clock_wires.png
Drawn at 3 px/um.
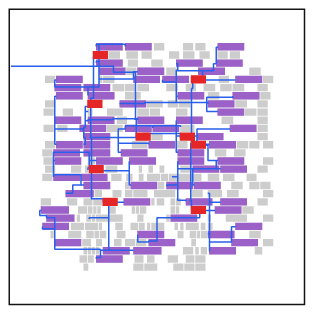
placed.png
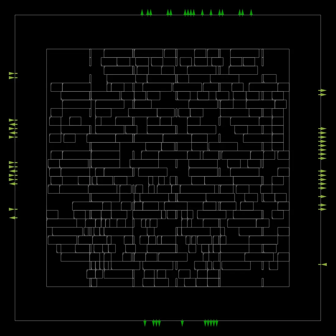
class_map.png
Drawn at 3 px/um.
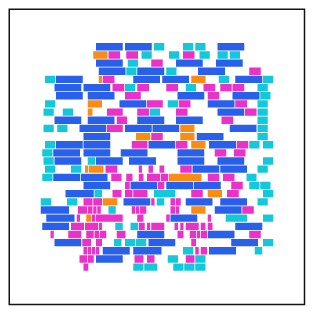
File: src/rtl/usb_rx_framer.sv
// FT245 FIFO reader and frame parser: sync byte, row/panel address byte, then payload packed into chunk writes.
// Define USB_RX_CHECKSUM_EN to require a trailing XOR checksum byte per frame.
`timescale 1ns/1ps
module usb_rx_framer #(
  parameter int         CHUNK_BYTES    = 4,
  parameter int         CHUNKS_PER_ROW = 16,
  parameter int         ROW_ADDR_W     = 4,
  parameter int         PANEL_ADDR_W   = 2,
  parameter int         RD_PULSE       = 3,
  parameter int         RD_GAP         = 2,
  parameter logic [7:0] SYNC_BYTE      = 8'hA5
) (
  input  logic                              clk,
  input  logic                              reset_n,
  input  logic                              rxf_n_raw,
  input  logic [7:0]                        data_bus_in_raw,
  output logic                              rd_n,
  output logic [8*CHUNK_BYTES-1:0]          chunk_data,
  output logic [$clog2(CHUNKS_PER_ROW)-1:0] chunk_addr,
  output logic                              chunk_write_enable,
  output logic [ROW_ADDR_W-1:0]             row_addr,
  output logic [PANEL_ADDR_W-1:0]           panel_addr,
  output logic                              frame_done,
  output logic                              frame_error,
  output logic [2:0]                        state_out
);
  localparam int DW     = 8 * CHUNK_BYTES;
  localparam int CA_W   = $clog2(CHUNKS_PER_ROW);
  localparam int BC_W   = (CHUNK_BYTES > 1) ? $clog2(CHUNK_BYTES) : 1;
  localparam int AW     = ROW_ADDR_W + PANEL_ADDR_W;
  localparam int RC_MAX = (RD_PULSE > RD_GAP) ? RD_PULSE : RD_GAP;
  localparam int RC_W   = $clog2(RC_MAX);
  localparam logic [RC_W-1:0] PULSE_LAST = RC_W'(RD_PULSE - 1);
  localparam logic [RC_W-1:0] GAP_LAST   = RC_W'(RD_GAP - 1);
  localparam logic [BC_W-1:0] BYTE_LAST  = BC_W'(CHUNK_BYTES - 1);
  localparam logic [CA_W-1:0] CHUNK_LAST = CA_W'(CHUNKS_PER_ROW - 1);

  typedef enum logic [1:0] {RS_IDLE, RS_LOW, RS_HIGH} rd_state_t;
  typedef enum logic [2:0] {
    ST_HUNT    = 3'd0,
    ST_ADDR    = 3'd1,
    ST_PAYLOAD = 3'd2,
    ST_CKSUM   = 3'd3,
    ST_DONE    = 3'd4
  } fr_state_t;

  logic            r_rxf_s1, r_rxf_s2;
  logic [7:0]      r_dat_s1, r_dat_s2;
  rd_state_t       r_rs, w_rs_nxt;
  logic [RC_W-1:0] r_rc, w_rc_nxt;
  logic            r_rd_n;
  logic            w_byte_vld;
  logic [7:0]      w_byte;

  fr_state_t         r_fr, w_fr_nxt;
  logic [DW-1:0]     r_chunk, w_shift_dat;
  logic [BC_W-1:0]   r_byte_cnt;
  logic [CA_W-1:0]   r_chunk_cnt;
  logic [ROW_ADDR_W-1:0]   r_row;
  logic [PANEL_ADDR_W-1:0] r_panel;
  logic              r_we, r_err;
  logic              w_addr_ld, w_shift, w_we_nxt, w_err_nxt, w_chunk_inc, w_addr_hi_ok;
`ifdef USB_RX_CHECKSUM_EN
  logic [7:0]        r_cksum;
`endif

  always_ff @(posedge clk or negedge reset_n) begin
    if (!reset_n) begin
      r_rxf_s1 <= 1'b1;
      r_rxf_s2 <= 1'b1;
      r_dat_s1 <= 8'h00;
      r_dat_s2 <= 8'h00;
    end else begin
      r_rxf_s1 <= rxf_n_raw;
      r_rxf_s2 <= r_rxf_s1;
      r_dat_s1 <= data_bus_in_raw;
      r_dat_s2 <= r_dat_s1;
    end
  end

  // Data is taken from the synchroniser on the last low cycle; that same edge releases rd_n.
  always_comb begin
    w_rs_nxt   = r_rs;
    w_rc_nxt   = r_rc;
    w_byte_vld = 1'b0;
    case (r_rs)
      RS_IDLE: if (!r_rxf_s2) begin
        w_rs_nxt = RS_LOW;
        w_rc_nxt = '0;
      end
      RS_LOW: if (r_rc == PULSE_LAST) begin
        w_byte_vld = 1'b1;
        w_rs_nxt   = RS_HIGH;
        w_rc_nxt   = '0;
      end else begin
        w_rc_nxt = r_rc + 1'b1;
      end
      RS_HIGH: if (r_rc == GAP_LAST) begin
        w_rs_nxt = RS_IDLE;
        w_rc_nxt = '0;
      end else begin
        w_rc_nxt = r_rc + 1'b1;
      end
      default: w_rs_nxt = RS_IDLE;
    endcase
  end

  always_ff @(posedge clk or negedge reset_n) begin
    if (!reset_n) begin
      r_rs   <= RS_IDLE;
      r_rc   <= '0;
      r_rd_n <= 1'b1;
    end else begin
      r_rs   <= w_rs_nxt;
      r_rc   <= w_rc_nxt;
      r_rd_n <= (w_rs_nxt != RS_LOW);
    end
  end

  assign w_byte       = r_dat_s2;
  assign w_addr_hi_ok = ((w_byte >> AW) == 8'h00);

  if (CHUNK_BYTES > 1) begin : g_shift
    assign w_shift_dat = {r_chunk[DW-9:0], w_byte};
  end else begin : g_shift1
    assign w_shift_dat = w_byte;
  end

  always_comb begin
    w_fr_nxt    = r_fr;
    w_addr_ld   = 1'b0;
    w_shift     = 1'b0;
    w_we_nxt    = 1'b0;
    w_err_nxt   = 1'b0;
    w_chunk_inc = 1'b0;
    case (r_fr)
      ST_HUNT: if (w_byte_vld && (w_byte == SYNC_BYTE)) w_fr_nxt = ST_ADDR;
      ST_ADDR: if (w_byte_vld) begin
        if (w_addr_hi_ok) begin
          w_addr_ld = 1'b1;
          w_fr_nxt  = ST_PAYLOAD;
        end else begin
          w_err_nxt = 1'b1;
          w_fr_nxt  = ST_HUNT;
        end
      end
      ST_PAYLOAD: begin
        if (w_byte_vld) begin
          w_shift  = 1'b1;
          w_we_nxt = (r_byte_cnt == BYTE_LAST);
        end
        // The chunk index advances at the end of its strobe cycle.
        if (r_we) begin
          w_chunk_inc = 1'b1;
          if (r_chunk_cnt == CHUNK_LAST) begin
`ifdef USB_RX_CHECKSUM_EN
            w_fr_nxt = ST_CKSUM;
`else
            w_fr_nxt = ST_DONE;
`endif
          end
        end
      end
`ifdef USB_RX_CHECKSUM_EN
      ST_CKSUM: if (w_byte_vld) begin
        if (w_byte == r_cksum) begin
          w_fr_nxt = ST_DONE;
        end else begin
          w_err_nxt = 1'b1;
          w_fr_nxt  = ST_HUNT;
        end
      end
`else
      ST_CKSUM: w_fr_nxt = ST_HUNT;
`endif
      ST_DONE: w_fr_nxt = ST_HUNT;
      default: w_fr_nxt = ST_HUNT;
    endcase
  end

  always_ff @(posedge clk or negedge reset_n) begin
    if (!reset_n) begin
      r_fr        <= ST_HUNT;
      r_we        <= 1'b0;
      r_err       <= 1'b0;
      r_chunk     <= '0;
      r_byte_cnt  <= '0;
      r_chunk_cnt <= '0;
      r_row       <= '0;
      r_panel     <= '0;
`ifdef USB_RX_CHECKSUM_EN
      r_cksum     <= 8'h00;
`endif
    end else begin
      r_fr  <= w_fr_nxt;
      r_we  <= w_we_nxt;
      r_err <= w_err_nxt;
      if (w_addr_ld) begin
        r_row       <= w_byte[ROW_ADDR_W-1:0];
        r_panel     <= w_byte[AW-1:ROW_ADDR_W];
        r_byte_cnt  <= '0;
        r_chunk_cnt <= '0;
`ifdef USB_RX_CHECKSUM_EN
        r_cksum     <= w_byte;
`endif
      end
      if (w_shift) begin
        r_chunk    <= w_shift_dat;
        r_byte_cnt <= (r_byte_cnt == BYTE_LAST) ? '0 : r_byte_cnt + 1'b1;
`ifdef USB_RX_CHECKSUM_EN
        r_cksum    <= r_cksum ^ w_byte;
`endif
      end
      if (w_chunk_inc) r_chunk_cnt <= r_chunk_cnt + 1'b1;
    end
  end

  assign rd_n               = r_rd_n;
  assign chunk_data         = r_chunk;
  assign chunk_addr         = r_chunk_cnt;
  assign chunk_write_enable = r_we;
  assign row_addr           = r_row;
  assign panel_addr         = r_panel;
  assign frame_done         = (r_fr == ST_DONE);
  assign frame_error        = r_err;
  assign state_out          = r_fr;
endmodule

File: config.mk
export PLATFORM = sky130hd
export DESIGN_NAME = usb_rx_framer
export DESIGN_NICKNAME = d
export VERILOG_FILES = /design/src/rtl/usb_rx_framer.sv
export SDC_FILE = /design/constraint.sdc
export NUM_CORES = 1
export LEC_CHECK = 0
export CAP_MARGIN = 20
export CORE_MARGIN = 10
export CORE_UTILIZATION = 45
export DETAILED_ROUTE_END_ITERATION = 6
export HOLD_SLACK_MARGIN = 0.15
export PLACE_DENSITY_LB_ADDON = 0.2
export SKIP_CTS_REPAIR_TIMING = 1
export SLEW_MARGIN = 10
export SYNTH_ARGS = -nofsm -noshare
export SYNTH_HDL_FRONTEND = slang
export SYNTH_SLANG_ARGS = --single-unit
export TNS_END_PERCENT = 1
File: constraint.sdc
create_clock -name clk -period 1.89 [get_ports clk]
set_input_delay 0.378 -clock clk [delete_from_list [all_inputs] [get_ports clk]]
set_output_delay 0.378 -clock clk [all_outputs]
set_load 0.02 [all_outputs]
==> GITHUB_STEP_SUMMARY <==
## PnR job results

| Metric | Value |
|---|---|
| Fill cell count | `458` |
| Clk_skew | `6.304 ps` |
| Maximum clock path buffer count | `2` |
| Via count | `1,691` |
| Commonest Layout Cell | `dfrtp_1` |
| Sequential Area | `0.001807 sq mm` |
| First-pass DRT Iterations | `2` |
| Leakage | `0.001821 uW` |
| Pwr Total | `3270 uW` |
| Area grow syn2layout | `35.47%` |
| Top_reg_cell synth | `dfrtp_1` |
| FP Core Util | `0.4617` |
| Log Warnings | `29` |
| CP startpoint kind | `flip-flop` |
| Buf/Inv on CP | `1` |
| Area leader, netlist | `dfrtp_1` |
| Die Ht | `97.95 um` |
| Top Layout Cells | `dfrtp_1, clkdlybuf4s50_1, mux2_1` |
| Synth Register Bits | `72` |
| Setup_tns | `0 ps` |
| 1st-iter DRT viols | `53` |
| Slew Limit Fails | `0` |
| Global route overflow | `0` |
| Ys async rst share | `1.000` |
| Worst slew pin tran | `430.5 ps` |
| Max-area cell share | `0.6316` |
| Post-synthesis sequential area ratio | `0.6604` |
| Slew HR | `0.7092` |
| Crit path capture type | `output port` |
| Largest delay share family, worst path | `buffers and inverters` |
| Ys cells | `185` |
| Largest net degree at the start of global routing | `36` |
| Crit Path Class | `reg -> out` |
| Share of cells above drive strength 1 | `0.1585` |
| Crit path DRT | `1510 ps` |
| CP cell instances | `clkdlybuf4s50_1` |
| Root buffer cell | `clkbuf_8` |
| Initial antenna violation count | `0` |
| Yosys warnings | `0` |
| HPWL after DPL | `3844 um` |
| CTS tree | `done` |
| Reg clk slew, reported paths | `70 ps` |
| Critical Path Max Stage Delay | `660 ps` |
| Final Wtd Congestion | `0.7652` |
| Fin crit period | `1827 ps` |
| Max_cap viols | `0` |
| Via density | `4.974` |
| Post-Syn Area | `0.002734 sq mm` |
| Final hold viol count | `0` |
| Finish-stage setup viols | `0` |
| Cycle use final | `0.9669` |
| Slowest cell on the critical path | `clkdlybuf4s50_1` |
| WL final | `5180 um` |
| NumNets Final | `277` |
| Gate Count Post-Synth | `185` |
| Run status | `completed` |
| Logic cell area | `888.4 sq um` |
| Top Ports | `60` |
| TritonCTS Sinks | `72` |
| Count of library flops with an enable pin | `0` |
| PD cells | `883.0 mW/mm^2` |
| Yosys chip area | `0.002734 sq mm` |
| Post-layout util | `0.6255` |
Back to the opening pictures, clock_wires.png:
[clock wires] blue | length: 800 um
[flip-flops] purple | count: 72
[clock-net drivers] red | count: 9
routed clock nets: 10
Clock Power Share: 0.364
Insertion Delay late pin: 330 ps

Back to the opening pictures, placed.png:
Flop Count: 72
fin cells: 340

Back to the opening pictures, class_map.png:
| class | colour | cells |
|---|---|---|
| registers | blue | 72 |
| remaining buffers and delay cells | cyan | 69 |
| clock drivers and dummy loads | orange | 16 |
| remaining logic cells | magenta | 108 |
Core Area: 0.005921 sq mm
cell row count: 28

synth_stat cells, types with 2 or more instances:
cell / instances
a21oi_1: 2
a31oi_1: 2
nand3_1: 6
o21ai_1: 2
nor2b_1: 2
dfrtp_1: 69
o21ai_0: 2
nor4_1: 2
nand2_1: 12
dfstp_2: 3
mux2_2: 5
nand4_1: 3
nor4bb_1: 2
mux2_4: 5
inv_1: 6
nor2_1: 4
buf_2: 3
ha_1: 6
nor3b_1: 2
mux2_1: 28
metrics by stage:
| step | instance area (sq um) | hold slack, ps | cells | setup WS [ps] |
|---|---|---|---|---|
| after global routing | 3704 | 355.4 | 340 | -15.39 |
| after floorplan | 2734 | 82.41 | 185 | 12.18 |
| after detailed placement | 3478 | 289.1 | 323 | 28.28 |
| final | 3704 | 348.3 | 340 | 62.64 |
| after CTS | 3677 | -78.05 | 339 | -175.6 |
| after global placement | 3478 | 284.4 | 323 | 79.33 |
layer usage:
metal / up-vias / part of all wire / track usage
met5: - / 0 / 0
met3: 7 / 0.066 / 0.04581
li1: 814 / - / -
met4: 0 / 0.011 / 0.05369
met2: 42 / 0.47 / 0.1584
met1: 828 / 0.46 / 0.1365
final timing paths:
check	startpoint	endpoint	slack (ps)	depth (start not counted)
worst max-delay path	state_out[0]	state_out[0]	60	1
worst min-delay path	r_dat_s1[5]	r_dat_s2[5]	350	0
worst max register to register	r_rs[1]	panel_addr[0]	70	5
worst min register to register	r_dat_s1[5]	r_dat_s2[5]	350	0
max in group asynchronous	reset_n	r_dat_s1[3]	870	3
min in group asynchronous	reset_n	chunk_addr[3]	480	2
state kept, by name (all words and copies together) (netlist names):
signal	count
chunk_data	32
panel_addr	2
frame_error	1
r_dat_s2	8
r_rc	2
rd_n	1
r_byte_cnt	2
chunk_write_enable	1
r_rxf_s1	1
state_out	3
chunk_addr	4
r_rs	2
row_addr	4
r_rxf_s2	1
r_dat_s1	8
layout make-up:
type                            instances  share of cell area
Multi-Input combinational cell        102              0.2399
Clock buffer                           13             0.04291
Clock inverter                          3             0.01081
Tap cell                               75             0.02534
Timing Repair Buffer                   69              0.1872
Inverter                                6            0.006081
Sequential cell                        72              0.4878
power by group:
| part | internal [uW] | total (uW) | switching, uW |
|---|---|---|---|
| sequential | 1620 | 1660 | 48.5 |
| combinational | 193 | 416 | 223 |
| clock | 679 | 1190 | 511 |
| total | 2490 | 3270 | 783 |
logic make-up after synthesis:
kind of cell | synth area share
compound gates | 0.03708
flops | 0.6604
buf+inv | 0.01922
simple gates | 0.09245
mux | 0.1634
fa+ha+maj | 0.02746
Power figures rest on the tool's default switching activity, not on a simulated workload.
